==> images/m4.png <==
Supply wires on this layer in grey.
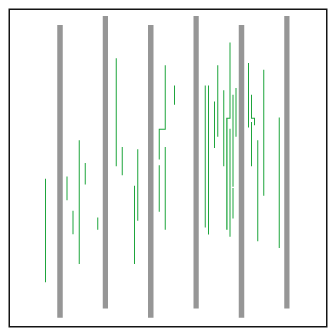
==> images/m3.png <==
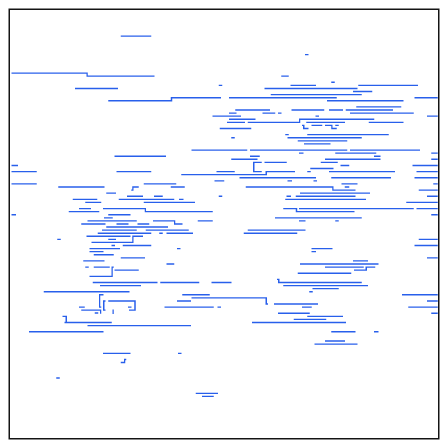
==> images/m1.png <==
Scale bar: 20 um. Supply wires on this layer in grey.
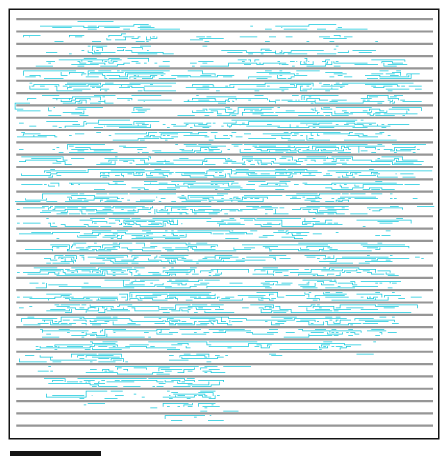
==> images/congestion_map.png <==
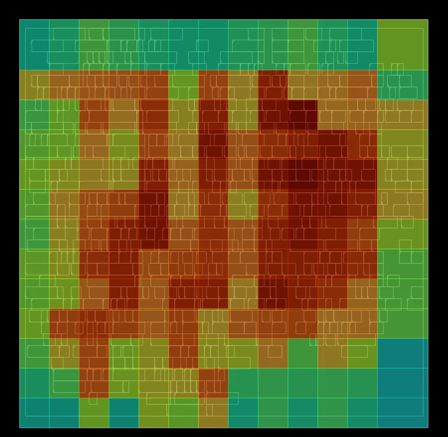
==> images/m2.png <==
Cells faint in the background.
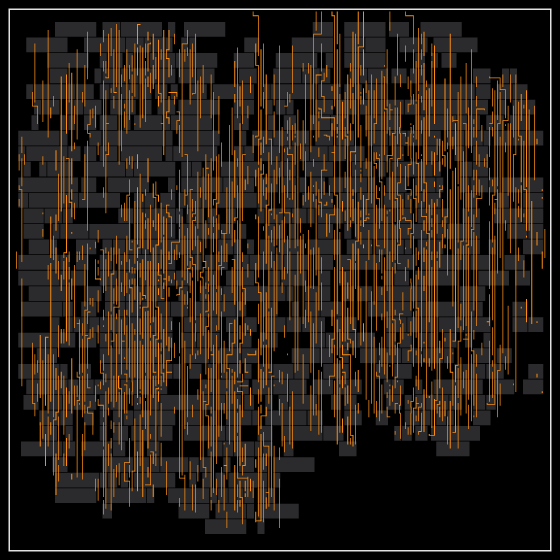
<file path="src/rtl/lift_scheduler.sv">
// lift_scheduler: directional-sweep lift controller with door timer and display scan strobe
module lift_scheduler #(
    parameter int FLOORS   = 12,
    parameter int MOVE_CYC = 50_000_000,
    parameter int DOOR_CYC = 100_000_000,
    parameter int SCAN_DIV = 100_000
) (
    input  logic              clk,
    input  logic              clr,
    input  logic [FLOORS-1:0] call_req,
    output logic [3:0]        floor,
    output logic              scan,
    output logic [FLOORS-1:0] pending,
    output logic              moving,
    output logic              dir_up,
    output logic              door_open
);
    localparam int TMAX = MOVE_CYC > DOOR_CYC ? MOVE_CYC : DOOR_CYC;
    localparam int TW = $clog2(TMAX + 1);
    localparam int SW = $clog2(SCAN_DIV + 1);
    localparam logic [TW-1:0] MOVE_LD = TW'(MOVE_CYC - 1);
    localparam logic [TW-1:0] DOOR_LD = TW'(DOOR_CYC - 1);
    localparam logic [SW-1:0] SCAN_LAST = SW'(SCAN_DIV - 1);

    typedef enum logic [1:0] {IDLE, MOVE_UP, MOVE_DOWN, DOOR} state_t;

    state_t            state;
    logic [TW-1:0]     timer;
    logic [SW-1:0]     scan_cnt;
    logic [3:0]        floor_nx;
    logic [FLOORS-1:0] cur_bit;
    logic [FLOORS-1:0] nx_bit;
    logic [FLOORS-1:0] clear_mask;
    logic              above;
    logic              below;
    logic              arrive;
    logic              into_door;
    logic              go_up;

    // Call geometry relative to the car, next floor, and whether this edge opens the door
    always_comb begin
        above = 1'b0;
        below = 1'b0;
        for (int i = 0; i < FLOORS; i++) begin
            above = above | (pending[i] & (4'(i + 1) > floor));
            below = below | (pending[i] & (4'(i + 1) < floor));
        end
        go_up = above && (dir_up || !below);
        arrive = (state == MOVE_UP || state == MOVE_DOWN) && timer == '0;
        floor_nx = !arrive ? floor : (state == MOVE_UP ? floor + 4'd1 : floor - 4'd1);
        cur_bit = FLOORS'(1) << (floor - 4'd1);
        nx_bit = FLOORS'(1) << (floor_nx - 4'd1);
        into_door = (state == IDLE && |(pending & cur_bit)) || (arrive && |(pending & nx_bit));
        clear_mask = (state == DOOR || into_door) ? nx_bit : '0;
    end

    // Car FSM: request latch, position, travel/door timer and registered status
    always_ff @(posedge clk) begin
        if (clr) begin
            state     <= IDLE;
            floor     <= 4'd1;
            pending   <= '0;
            moving    <= 1'b0;
            door_open <= 1'b0;
            dir_up    <= 1'b1;
            timer     <= '0;
        end else begin
            pending <= (pending | call_req) & ~clear_mask;
            floor   <= floor_nx;
            if (into_door) begin
                state     <= DOOR;
                timer     <= DOOR_LD;
                moving    <= 1'b0;
                door_open <= 1'b1;
            end else begin
                case (state)
                    IDLE: begin
                        if (above || below) begin
                            state  <= go_up ? MOVE_UP : MOVE_DOWN;
                            dir_up <= go_up;
                            timer  <= MOVE_LD;
                            moving <= 1'b1;
                        end
                    end
                    MOVE_UP, MOVE_DOWN: timer <= arrive ? MOVE_LD : timer - 1'b1;
                    DOOR: begin
                        if (|(call_req & cur_bit)) begin
                            timer <= DOOR_LD;
                        end else if (timer == '0) begin
                            state     <= IDLE;
                            door_open <= 1'b0;
                        end else begin
                            timer <= timer - 1'b1;
                        end
                    end
                    default: state <= IDLE;
                endcase
            end
        end
    end

    // Free-running digit-scan divider, toggles on every wrap
    always_ff @(posedge clk) begin
        if (clr) begin
            scan_cnt <= '0;
            scan     <= 1'b0;
        end else if (scan_cnt == SCAN_LAST) begin
            scan_cnt <= '0;
            scan     <= ~scan;
        end else begin
            scan_cnt <= scan_cnt + 1'b1;
        end
    end
endmodule

</file>
<file path="config.mk">
export PLATFORM = sky130hd
export DESIGN_NAME = lift_scheduler
export DESIGN_NICKNAME = d
export VERILOG_FILES = /design/src/rtl/lift_scheduler.sv
export SDC_FILE = /design/constraint.sdc
export NUM_CORES = 1
export LEC_CHECK = 0
export CAP_MARGIN = 30
export CORE_UTILIZATION = 54
export DETAILED_ROUTE_END_ITERATION = 8
export PLACE_DENSITY = 0.88
export SYNTH_ARGS = -nofsm -noshare
export SYNTH_HDL_FRONTEND = slang
export SYNTH_SLANG_ARGS = --single-unit
export TNS_END_PERCENT = 5
</file>
<file path="constraint.sdc">
create_clock -name clk -period 3.4 [get_ports clk]
set_input_delay 0.51 -clock clk [delete_from_list [all_inputs] [get_ports clk]]
set_output_delay 0.51 -clock clk [all_outputs]
set_load 0.1 [all_outputs]
</file>
==> results.env <==
RUN_STATUS='finished clean'
FIRST_GLOBAL_VIAS=4608
DOMINANTREGCELLSYNTH='dfxtp_1'
MAX_SLEW_MARGIN=0.311
FIN_NETS=653
CTS-ROOT-TO-SINK-BUFFERS=2
DRCVIOLATIONCOUNT=0
TIMING.CRITICAL_PATH.SLOWEST_CELL_DELAY_PS=450
NUMBER_OF_ENABLE_FLIP_FLOP_CELLS=0
CTS_HOLD_REPAIR.BUFFERS=0
TIMING_WORST_SETUP_PATH_TYPE='reg -> reg'
SYNTH.YOSYS.SEQ_AREA_SHARE=0.286
FINAL-HOLD-VIOLATION-COUNT=0
WARNINGS=36
GLOBAL_ROUTE_USAGE_SUM=0.333
CORE_AREA_UM2=8260
MAPPEDNETLISTNETS=610
SETUP_VIOL=0
DP.FINAL_HPWL_UM=9940
CELL_TYPE_CONTRIBUTING_THE_MOST_TOTAL_CELL_AREA_AFTER_SYNTHESIS='dfxtp_1'
FINAL.SETUP.TNS_PS=0
AVGVIACOUNTPERCELL=6.76
DETAILEDROUTE.FIRSTITERATIONVIOLATIONS=452
FINALCLOCKPERIODUSAGE=0.959
CRIT_PATH_TOP_DELAY_CELL='nor4_4'
ANTENNA_FOUND_INITIAL=0
DRTANTENNAVIOLNETS=0
SYNTH.DISTINCT_CELLS=80
PRE_CTS_WS_PS=35.0
CHIP_AREA_UM2=8930
DRT-WIRELENGTH-PER-CELL_UM=19.6
SYNTH_CHIP_AREA_UM2=4620
CTSROOTBUFFERMASTER='clkbuf_8'
CTS.CLK_SLEW.WORST_PATHS_PS=80
WORST_CASE_SETUP_MARGIN_IN_THE_FINAL_LAYOUT_PS=140
CRITPATHLAUNCHTYPE='register'
AREA_GROWTH_SYN_TO_LAYOUT_PCT=17.4
TOTAL_OVERFLOW_REPORTED_BY_THE_GLOBAL_ROUTER=0
-- m4.png (at the start) --
- main direction: vertical
- nets with wire on the layer: 27
- share of all routed wire: 4.7%
- wire length on this layer: 678 um
Detailed Route WL: 14400 um
detailed-route via count: 4968

-- m3.png (at the start) --
- wire length on this layer: 1380 um
- nets with wire on the layer: 131
- main direction: horizontal
- share of all routed wire: 9.6%
met3 Track Usage GR: 0.0604

-- m1.png (at the start) --
- nets with wire on the layer: 597
- wire length on this layer: 5600 um
- longest straight run: 27.6 um
- main direction: horizontal
GRT met1 Usage: 0.409

-- congestion_map.png (at the start) --
core utilization of the finished layout: 0.657
global routing met2 resource utilization: 0.550
most crowded layer after global routing: met2

-- m2.png (at the start) --
- longest straight run: 40.6 um
- share of all routed wire: 47%
- nets with wire on the layer: 564
- main direction: vertical
- wire length on this layer: 6740 um

==> power breakdown <==
part	internal, W	switching (W)
sequential	0.000847	0.000126
clock	0.000420	0.000357
combinational	0.000285	0.000500
==> through the flow <==
step,hold WS (ps),cells
2_1_floorplan,418,582
3_3_place_gp,428,716
3_5_place_dp,442,716
4_1_cts,462,732
5_1_grt,478,735
6_report,455,735
==> worst paths after layout <==
path	from	endpoint	slack [ps]	cells past startpoint
hold reg to reg	scan_cnt[0]	scan_cnt[0]	450	1
hold / removal	scan_cnt[0]	scan_cnt[0]	450	1
setup / recovery	timer[19]	timer[21]	140	11
setup reg to reg	timer[19]	timer[21]	140	11
==> cell usage after synthesis, drive strengths merged, types with 13 or more instances <==
cell type	count
o21ai	24
inv	27
nor2	79
buf	14
nand4	14
nor3	31
ha	14
nand3	17
clkbuf	15
xnor2	14
a21oi	31
dfxtp	66
nand2	38
nor4	13
==> area by class of cell <==
type / instances / area, um2 / share of cell area
multi-input cells: 459 / 3110 / 0.573
flip-flops and latches: 66 / 1330 / 0.245
well taps: 105 / 131 / 0.0242
clock buffers: 9 / 124 / 0.0228
repair buffers: 61 / 526 / 0.0969
clock inverters: 7 / 101 / 0.0187
inverters: 28 / 105 / 0.0194
==> logic make-up after synthesis <==
| logic type | count (synthesis) | share of synthesized area |
|---|---|---|
| AOI/OAI and AO/OA | 167 | 0.273 |
| xor gates and xnor gates | 24 | 0.0455 |
| and+or+nand+nor | 243 | 0.282 |
| adders and majority gates | 15 | 0.0401 |
| muxes | 10 | 0.0225 |
| buffers and inverters | 57 | 0.0501 |
| DFF | 66 | 0.286 |
==> layout by cell type (no fill, tap or decap), drive strengths merged, types with 5 or more instances in the layout <==
cell	netlist	layout
mux2i	7	7
a31oi	6	6
nand3	17	17
and2	9	9
a2111oi	8	8
nor2	79	79
o21a	6	6
a211oi	10	10
and3	8	8
a22oi	9	9
o211ai	5	5
nor3	31	31
buf	14	38
clkbuf	15	9
xor2	10	10
a311oi	11	11
xnor2	14	14
ha	14	14
nand2	38	38
o21bai	5	5
nand4	14	14
nor4	13	13
and4	6	6
clkdlybuf4s50	0	23
dfxtp	66	66
o21ai	24	24
a21oi	31	31
a21boi	6	6
inv	27	29
o31ai	6	6
==> sequential cells by signal, indices dropped and copies added, names as in the netlist <==
register and count:
timer 27, pending 12, floor 4, scan 1, moving 1, scan_cnt 17
door_open 1, dir_up 1, state 2
==> critical path, delay by kind of cell, from the launching register on <==
family | cells | cell delay [ps]
AOI/OAI and AO/OA | 4 | 1130
buffers and inverters | 3 | 550
DFF | 1 | 380
and+or+nand+nor | 4 | 1080
==> per-layer routing <==
metal	GRT usage	share of wire	wire length [um]
met4	0.181	0.047	678
met3	0.0604	0.096	1380
met1	0.409	0.39	5600
met2	0.550	0.47	6740
met5	0	0	0
==> repair_timing <==
action	CTS	global route
setup endpoints to repair	1	44
setup buffers	0	3
resized	0	6
pin swaps	1	2
Power figures rest on the tool's default switching activity, not on a simulated workload.
